==> config.mk <==
export PLATFORM = sky130hd
export DESIGN_NAME = calc_display_driver_flat
export DESIGN_NICKNAME = d
export VERILOG_FILES = /design/src/rtl/calc_display_driver_if.sv /design/src/rtl/calc_display_driver.sv /design/src/flat_wrapper.sv
export SDC_FILE = /design/constraint.sdc
export NUM_CORES = 1
export LEC_CHECK = 0
export CAP_MARGIN = 20
export CORE_MARGIN = 2
export CORE_UTILIZATION = 51
export DETAILED_ROUTE_END_ITERATION = 10
export DONT_BUFFER_PORTS = 1
export PLACE_DENSITY = 0.62
export SETUP_SLACK_MARGIN = 0.15
export SYNTH_ARGS = -nofsm -noshare
export SYNTH_HDL_FRONTEND = slang
export SYNTH_SLANG_ARGS = --single-unit
==> constraint.sdc <==
create_clock -name i_Clk -period 4.3 [get_ports i_Clk]
set_input_delay 0.86 -clock i_Clk [delete_from_list [all_inputs] [get_ports i_Clk]]
set_output_delay 0.86 -clock i_Clk [all_outputs]
set_load 0.05 [all_outputs]
==> src/rtl/calc_display_driver_if.sv <==
// ---------------------------------------------------------------------------
// calc_display_driver_if
//
// Purpose : bundles the calculator-side inputs and the 4-digit seven-segment
//           outputs of calc_display_driver into a single port.
//
// Signals :
//   i_Result [7:0]  unsigned magnitude coming from the calculator stage
//   i_Neg           sign of the result, 1 = negative
//   o_Seg    [6:0]  segment pattern {g,f,e,d,c,b,a}, active-low
//   o_An     [3:0]  digit enables, active-low one-hot, bit0 = rightmost digit
//   o_Busy          high while a binary-to-BCD conversion is running
//
// Modports:
//   master - the side that produces the result and watches the display
//   slave  - the display driver itself
// ---------------------------------------------------------------------------
interface calc_display_driver_if;
  logic [7:0] i_Result;
  logic       i_Neg;
  logic [6:0] o_Seg;
  logic [3:0] o_An;
  logic       o_Busy;

  modport master (
    output i_Result,
    output i_Neg,
    input  o_Seg,
    input  o_An,
    input  o_Busy
  );

  modport slave (
    input  i_Result,
    input  i_Neg,
    output o_Seg,
    output o_An,
    output o_Busy
  );
endinterface

==> src/rtl/calc_display_driver.sv <==
// ---------------------------------------------------------------------------
// calc_display_driver
//
// Purpose : shows a signed 8-bit calculator result on a multiplexed 4-digit
//           common-anode seven-segment display. The magnitude is converted to
//           BCD with a sequential double-dabble (one shift per clock) and the
//           finished digits are copied into display registers in one step, so
//           the display never shows a half-converted number. The leftmost digit
//           shows '-' for negative results.
//
// Ports   :
//   i_Clk        rising-edge clock
//   i_Rst_n      asynchronous active-low reset
//   bus (slave)  i_Result, i_Neg in; o_Seg, o_An, o_Busy out (all registered)
//
// Parameters:
//   REFRESH_DIV  clock cycles each digit stays enabled (minimum 2)
//
// Build options:
//   LEADING_ZERO_BLANK_EN  when defined, a zero hundreds digit is blanked and
//                          the tens digit is blanked when hundreds and tens
//                          are both zero. Ones and sign digits are unaffected.
// ---------------------------------------------------------------------------
module calc_display_driver #(
  parameter int REFRESH_DIV = 100000
) (
  input  logic                  i_Clk,
  input  logic                  i_Rst_n,
  calc_display_driver_if.slave  bus
);

  localparam int CNT_W = (REFRESH_DIV > 2) ? $clog2(REFRESH_DIV) : 1;
  localparam logic [CNT_W-1:0] CNT_MAX = CNT_W'(REFRESH_DIV - 1);

  localparam logic [6:0] SEG_BLANK = 7'b1111111;
  localparam logic [6:0] SEG_MINUS = 7'b0111111;

  typedef enum logic [1:0] {
    IDLE = 2'd0,
    CONV = 2'd1,
    LOAD = 2'd2
  } state_t;

  // Conversion path
  state_t      state_q, state_d;
  logic [8:0]  held_q, held_d;
  logic [19:0] shift_q, shift_d;
  logic [2:0]  step_q, step_d;
  logic        busy_q, busy_d;

  // Display registers (only ever written with a complete conversion)
  logic        sign_q, sign_d;
  logic [3:0]  hund_q, hund_d;
  logic [3:0]  tens_q, tens_d;
  logic [3:0]  ones_q, ones_d;

  // Scan path
  logic [CNT_W-1:0] scan_cnt_q, scan_cnt_d;
  logic [1:0]       digit_idx_q, digit_idx_d;
  logic [3:0]       an_q, an_d;
  logic [6:0]       seg_q, seg_d;

  logic             blank_hund;
  logic             blank_tens;

  // One double-dabble step on the {hundreds,tens,ones,binary} register:
  // correct every BCD nibble that would overflow past 9 after doubling,
  // then shift the whole register left by one bit.
  function automatic logic [19:0] dabble_step(input logic [19:0] s);
    logic [19:0] t;
    t = s;
    if (t[11:8]  >= 4'd5) t[11:8]  = t[11:8]  + 4'd3;
    if (t[15:12] >= 4'd5) t[15:12] = t[15:12] + 4'd3;
    if (t[19:16] >= 4'd5) t[19:16] = t[19:16] + 4'd3;
    return {t[18:0], 1'b0};
  endfunction

  function automatic logic [6:0] seg_pattern(input logic [3:0] bcd);
    logic [6:0] p;
    case (bcd)
      4'd0:    p = 7'b1000000;
      4'd1:    p = 7'b1111001;
      4'd2:    p = 7'b0100100;
      4'd3:    p = 7'b0110000;
      4'd4:    p = 7'b0011001;
      4'd5:    p = 7'b0010010;
      4'd6:    p = 7'b0000010;
      4'd7:    p = 7'b1111000;
      4'd8:    p = 7'b0000000;
      4'd9:    p = 7'b0010000;
      default: p = SEG_BLANK;
    endcase
    return p;
  endfunction

  // Conversion FSM next-state logic. A new conversion starts only from IDLE
  // and only when the inputs differ from the value last latched, so input
  // activity during a conversion is picked up on the first IDLE edge after it.
  always_comb begin
    state_d = state_q;
    held_d  = held_q;
    shift_d = shift_q;
    step_d  = step_q;
    busy_d  = busy_q;
    sign_d  = sign_q;
    hund_d  = hund_q;
    tens_d  = tens_q;
    ones_d  = ones_q;

    case (state_q)
      IDLE: begin
        if ({bus.i_Neg, bus.i_Result} != held_q) begin
          held_d  = {bus.i_Neg, bus.i_Result};
          shift_d = {12'd0, bus.i_Result};
          step_d  = 3'd0;
          busy_d  = 1'b1;
          state_d = CONV;
        end
      end

      CONV: begin
        shift_d = dabble_step(shift_q);
        step_d  = step_q + 3'd1;
        if (step_q == 3'd7) begin
          state_d = LOAD;
        end
      end

      LOAD: begin
        // Sign comes from the held copy, not the live input, so it always
        // matches the magnitude that was converted.
        sign_d  = held_q[8];
        hund_d  = shift_q[19:16];
        tens_d  = shift_q[15:12];
        ones_d  = shift_q[11:8];
        busy_d  = 1'b0;
        state_d = IDLE;
      end

      default: begin
        state_d = IDLE;
        busy_d  = 1'b0;
      end
    endcase
  end

  // Leading-zero suppression decision for the two upper numeric digits.
  always_comb begin
`ifdef LEADING_ZERO_BLANK_EN
    blank_hund = (hund_q == 4'd0);
    blank_tens = (hund_q == 4'd0) && (tens_q == 4'd0);
`else
    blank_hund = 1'b0;
    blank_tens = 1'b0;
`endif
  end

  // Display multiplexer. The refresh counter runs independently of the
  // conversion FSM; the anode and segment registers follow the digit index
  // one edge later so that both always change together.
  always_comb begin
    scan_cnt_d  = scan_cnt_q + CNT_W'(1);
    digit_idx_d = digit_idx_q;
    if (scan_cnt_q == CNT_MAX) begin
      scan_cnt_d  = '0;
      digit_idx_d = digit_idx_q + 2'd1;
    end

    an_d  = 4'b1111;
    seg_d = SEG_BLANK;
    case (digit_idx_q)
      2'd0: begin
        an_d  = 4'b1110;
        seg_d = seg_pattern(ones_q);
      end
      2'd1: begin
        an_d  = 4'b1101;
        seg_d = blank_tens ? SEG_BLANK : seg_pattern(tens_q);
      end
      2'd2: begin
        an_d  = 4'b1011;
        seg_d = blank_hund ? SEG_BLANK : seg_pattern(hund_q);
      end
      default: begin
        an_d  = 4'b0111;
        seg_d = sign_q ? SEG_MINUS : SEG_BLANK;
      end
    endcase
  end

  // State registers. Reset aborts any conversion in flight and forces the
  // outputs dark without waiting for a clock.
  always_ff @(posedge i_Clk or negedge i_Rst_n) begin
    if (!i_Rst_n) begin
      state_q     <= IDLE;
      held_q      <= 9'd0;
      shift_q     <= 20'd0;
      step_q      <= 3'd0;
      busy_q      <= 1'b0;
      sign_q      <= 1'b0;
      hund_q      <= 4'd0;
      tens_q      <= 4'd0;
      ones_q      <= 4'd0;
      scan_cnt_q  <= '0;
      digit_idx_q <= 2'd0;
      an_q        <= 4'b1111;
      seg_q       <= SEG_BLANK;
    end else begin
      state_q     <= state_d;
      held_q      <= held_d;
      shift_q     <= shift_d;
      step_q      <= step_d;
      busy_q      <= busy_d;
      sign_q      <= sign_d;
      hund_q      <= hund_d;
      tens_q      <= tens_d;
      ones_q      <= ones_d;
      scan_cnt_q  <= scan_cnt_d;
      digit_idx_q <= digit_idx_d;
      an_q        <= an_d;
      seg_q       <= seg_d;
    end
  end

  assign bus.o_Seg  = seg_q;
  assign bus.o_An   = an_q;
  assign bus.o_Busy = busy_q;

endmodule

==> src/flat_wrapper.sv <==
// flat-port wrapper written by rule: the top's interface ports become plain ports
module calc_display_driver_flat 
#(
  parameter int REFRESH_DIV = 100000
)
  (i_Clk, i_Rst_n, bus_i_Result, bus_i_Neg, bus_o_Seg, bus_o_An, bus_o_Busy);
  calc_display_driver_if bus_i ();
  input  logic i_Clk;
  input  logic i_Rst_n;
  input wire logic [$bits(bus_i.i_Result)-1:0] bus_i_Result;
  input wire logic [$bits(bus_i.i_Neg)-1:0] bus_i_Neg;
  output wire logic [$bits(bus_i.o_Seg)-1:0] bus_o_Seg;
  output wire logic [$bits(bus_i.o_An)-1:0] bus_o_An;
  output wire logic [$bits(bus_i.o_Busy)-1:0] bus_o_Busy;
  assign bus_i.i_Result = bus_i_Result;
  assign bus_i.i_Neg = bus_i_Neg;
  assign bus_o_Seg = bus_i.o_Seg;
  assign bus_o_An = bus_i.o_An;
  assign bus_o_Busy = bus_i.o_Busy;
  calc_display_driver #(.REFRESH_DIV(REFRESH_DIV)) u_core (.i_Clk(i_Clk), .i_Rst_n(i_Rst_n), .bus(bus_i));
endmodule
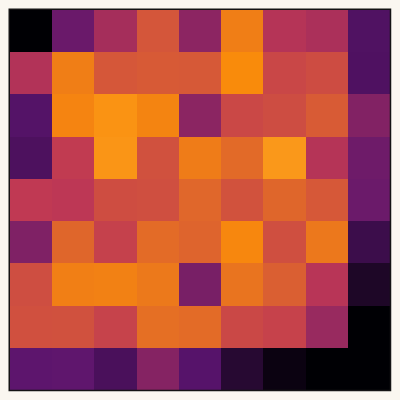
cell_density.png
Drawn at 4 px/um. 9 x 9 tiles, from black (low) to pale yellow (high), 0 to 100% covered.
emptiest ninth of the die: south-east
nearly empty tiles: 4.9%
fullest tile: 78%
effective utilization at floorplan: 51.8%
core utilization of the finished layout: 55.2%
floorplan core area: 0.00813 sq mm

==> run notes <==
Implementation numbers.

- The run finished with clean final reports.
- The total number of tap cells is ~110.
- The wire length per cell is 14.6 um.
- The number of register bits inferred by synthesis is about 80.
- More flip-flops sit in one register than any other, and that register is u_core.shift_q.
- The wire length of the first global-routing pass is around 13,000 um.
- The count of clock buffers in the final design is 10.
- The flip-flop cell with the highest count after synthesis is sky130_fd_sc_hd__dfrtp_1.
- For the worst setup path, the data arrival time is between 2 and 3 ns.
- The fraction of area in registers is 43.8%.
- The number of hold-repair buffers added at the cts stage is 0.
- The number of placement rows is 33.
- Global routing used about a fifth of the available tracks across all layers.
- STA classifies the critical path endpoint as a flip-flop.
- The static leakage is 2.00 nW.
- The clock reaches the later pin of the worst-skew pair after 0.35 ns.
- Sorting the Yosys area breakdown by cell type puts at the top sky130_fd_sc_hd__dfrtp_1.
- The count of unique library cells instantiated by Yosys is 41.
- The fraction of the cycle the final worst path needs is 55.0%.
- The number of DRC violations after detailed routing is 0.
- The number of maximum-capacitance violations recorded for the run is 0.
- The largest registers in the layout are u_core.shift_q: 20 flops, u_core.scan_cnt_q: 17 flops, u_core.held_q: 9 flops.
- Of all the cell area in the finished design, non-clock buffers hold 0.335%.
- Per the log, the first TritonRoute iteration ended with a DRC count of ~95.
- The number of top-level design ports is 23.
- Across all checked pins, the minimum headroom to the slew limit is 47.7%.
- The count of nets left with antenna violations after detail routing is 0.
- The critical path required time is 4.54 ns.
- The H-tree was split into 3 levels.
- The routability congestion estimate from global placement is 0.821.
- The cell total in the yosys stat output is 421.
- Counting cells, the worst reg-to-reg path comes to 5.
- After detailed placement, the design holds a cell count of 510.
- In the setup report, the worst path falls into the class reg2reg.
- In the routed layout, each cell is associated on average with a via count of 5.38.
- The pin closest to its max-slew limit shows a slew of 0.781 ns.
- During synthesis, Yosys emitted a total of 0 warnings.
- In the post-synthesis netlist, the biggest area contributors are sky130_fd_sc_hd__dfrtp_1 40%, sky130_fd_sc_hd__ha_1 10%, sky130_fd_sc_hd__dfstp_2 6.9%, sky130_fd_sc_hd__xnor2_1 5.0%, sky130_fd_sc_hd__nand2_1 4.7%.
- The commonest cells after synthesis are 67 x sky130_fd_sc_hd__dfrtp_1, 53 x sky130_fd_sc_hd__nand2_1, 34 x sky130_fd_sc_hd__ha_1, 30 x sky130_fd_sc_hd__nor2_1, 29 x sky130_fd_sc_hd__a21oi_1.
- The proportion of register bits with asynchronous set or reset after synthesis is 100%.
- In this run the power density over the cells is 676 mW/mm^2.
- The final timing report derives a shortest allowable period of ~2.4 ns.
- The post-route clock skew is around 0.0089 ns.
- In this run the deepest clock path goes through 2 buffers.
- Counting flops with a built-in enable in the synthesized netlist gives 0.
- The most frequent cell after synthesis is sky130_fd_sc_hd__dfrtp_1.
- The CTS tree is built.
- The dominant kind of cell by area is combinational gates.
- The non-clock inverters instantiated in the layout total 27.
- The synthesized-area fraction occupied by ao, oa, aoi and oai cells is 13.2%.
- The fraction of cell area in multi-input combinational cells is reported as 46.3%.
- The path category of the worst min-delay check is in2async.
- The count of tool warnings is 50.
- The share of post-route cells with drive strength above 1 is 13.0%.
- The max-slew violation count is 0.
- The combined flip-flop and latch cell area is 0.00197 sq mm.
- The net count of the finished layout is 462.
- The number of buffers created by CTS is 9.
- The multi-input combinational cell area is slightly above 0.002 sq mm.
- The synthesized net count is between 400 and 500.
- The xor and xnor fraction of the mapped netlist area is 6.65%.
- The number of flip-flops under the largest register name is 20.
- Summing over every cut layer, the via total after detailed routing is 2,835.
- The via count of the first global-routing pass came to 2,876.
- The initial antenna violation count was 0.
- The cell-mix breakdown from Yosys lists the simple-gate area share as between 10 and 15%.
- The finished layout holds 527 standard cells, fillers aside.
- The final HPWL from detailed placement is between 5000 and 6000 um.
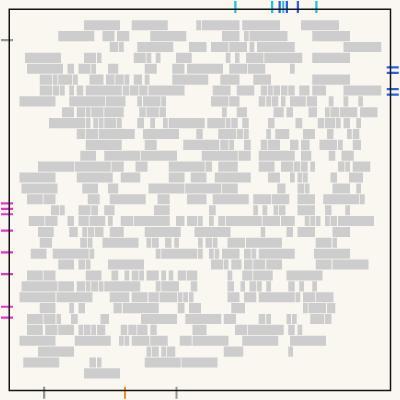
io_placement.png
Drawn at 4 px/um. Pins as bars across the die edge, other pins in gray.
legend:
  orange:
    port: bus_o_Busy
    pins: 1
    direction: output
    edge: south
  magenta:
    port: bus_i_Result
    pins: 8
    direction: input
    edge: west
  cyan:
    port: bus_o_An
    pins: 4
    direction: output
    edge: north
  blue:
    port: bus_o_Seg
    pins: 7
    direction: output
    edge: 4 east, 3 north
die height: 94.9 um
port bufs: 0
chip width: 94.9 um

-- per-layer routing --
metal,global-route usage [%],up-vias,share of wire [%]
met3,3.35,15,2.7
li1,-,1428,-
met5,0,-,0
met2,31.4,34,47
met1,24.5,1358,48
met4,9.42,0,2.3
-- critical path, cell delays in order (launching register included) --
cell,delay [ns]
sky130_fd_sc_hd__dfrtp_1,0.41
sky130_fd_sc_hd__or4b_1,0.51
sky130_fd_sc_hd__or4b_1,0.50
sky130_fd_sc_hd__nor4_1,0.15
sky130_fd_sc_hd__and3_2,0.34
sky130_fd_sc_hd__mux2_1,0.34
-- cells in the final DEF (no fill, tap or decap), types with 2 or more instances in the layout --
cell and n:
sky130_fd_sc_hd__nand3_1 6, sky130_fd_sc_hd__nor3_1 3, sky130_fd_sc_hd__buf_4 2, sky130_fd_sc_hd__dfrtp_1 67
sky130_fd_sc_hd__nand3b_1 2, sky130_fd_sc_hd__nand2b_1 8, sky130_fd_sc_hd__dfstp_2 11, sky130_fd_sc_hd__o221a_2 8
sky130_fd_sc_hd__a32o_1 2, sky130_fd_sc_hd__nand2_1 53, sky130_fd_sc_hd__a22o_1 3, sky130_fd_sc_hd__or4b_1 2
sky130_fd_sc_hd__ha_1 34, sky130_fd_sc_hd__mux2i_1 4, sky130_fd_sc_hd__mux2_2 16, sky130_fd_sc_hd__a21o_1 2
sky130_fd_sc_hd__nand4_1 7, sky130_fd_sc_hd__nor2_1 30, sky130_fd_sc_hd__xnor2_1 24, sky130_fd_sc_hd__nor2b_1 8
sky130_fd_sc_hd__inv_6 4, sky130_fd_sc_hd__clkbuf_8 9, sky130_fd_sc_hd__o221ai_1 3, sky130_fd_sc_hd__a21oi_1 29
sky130_fd_sc_hd__inv_1 27, sky130_fd_sc_hd__o211ai_1 7, sky130_fd_sc_hd__xor2_1 8, sky130_fd_sc_hd__o21ai_0 27
-- through the flow --
stage                     total power, W  utilization [%]  setup WS [ns]  hold WS, ns  instance area (sq um)
after floorplan                  0.00226                -           2.12        0.384                   4220
after global placement           0.00247             52.7           1.93        0.470                   4280
after detailed placement         0.00250             52.7           1.88        0.470                   4280
after CTS                        0.00305             55.1           1.92        0.170                   4480
after global routing             0.00328             55.2           1.84        0.167                   4490
final                            0.00303             55.2           1.94        0.194                   4490
-- report_power, final --
| part | switching (W) | total, W | internal, W |
|---|---|---|---|
| logic | 0.000548 | 0.00110 | 0.000554 |
| clock network | 0.000292 | 0.000545 | 0.000253 |
| registers | 0.000385 | 0.00139 | 0.00100 |
| total | 0.00123 | 0.00303 | 0.00181 |
-- path summary, 6_finish.rpt --
| kind | endpoint | startpoint | slack (ns) |
|---|---|---|---|
| worst max-delay path | u_core.digit_idx_q[1] | u_core.scan_cnt_q[12] | 1.94 |
| worst min-delay path | u_core.held_q[4] | i_Rst_n | 0.19 |
| worst max register to register | u_core.digit_idx_q[1] | u_core.scan_cnt_q[12] | 1.94 |
| worst min register to register | u_core.bus.o_Seg[6] | u_core.sign_q | 0.47 |
| max in group asynchronous | u_core.bus.o_Seg[6] | i_Rst_n | 3.90 |
| min in group i_Clk | u_core.bus.o_Seg[6] | u_core.sign_q | 0.47 |
Power figures rest on the tool's default switching activity, not on a simulated workload.
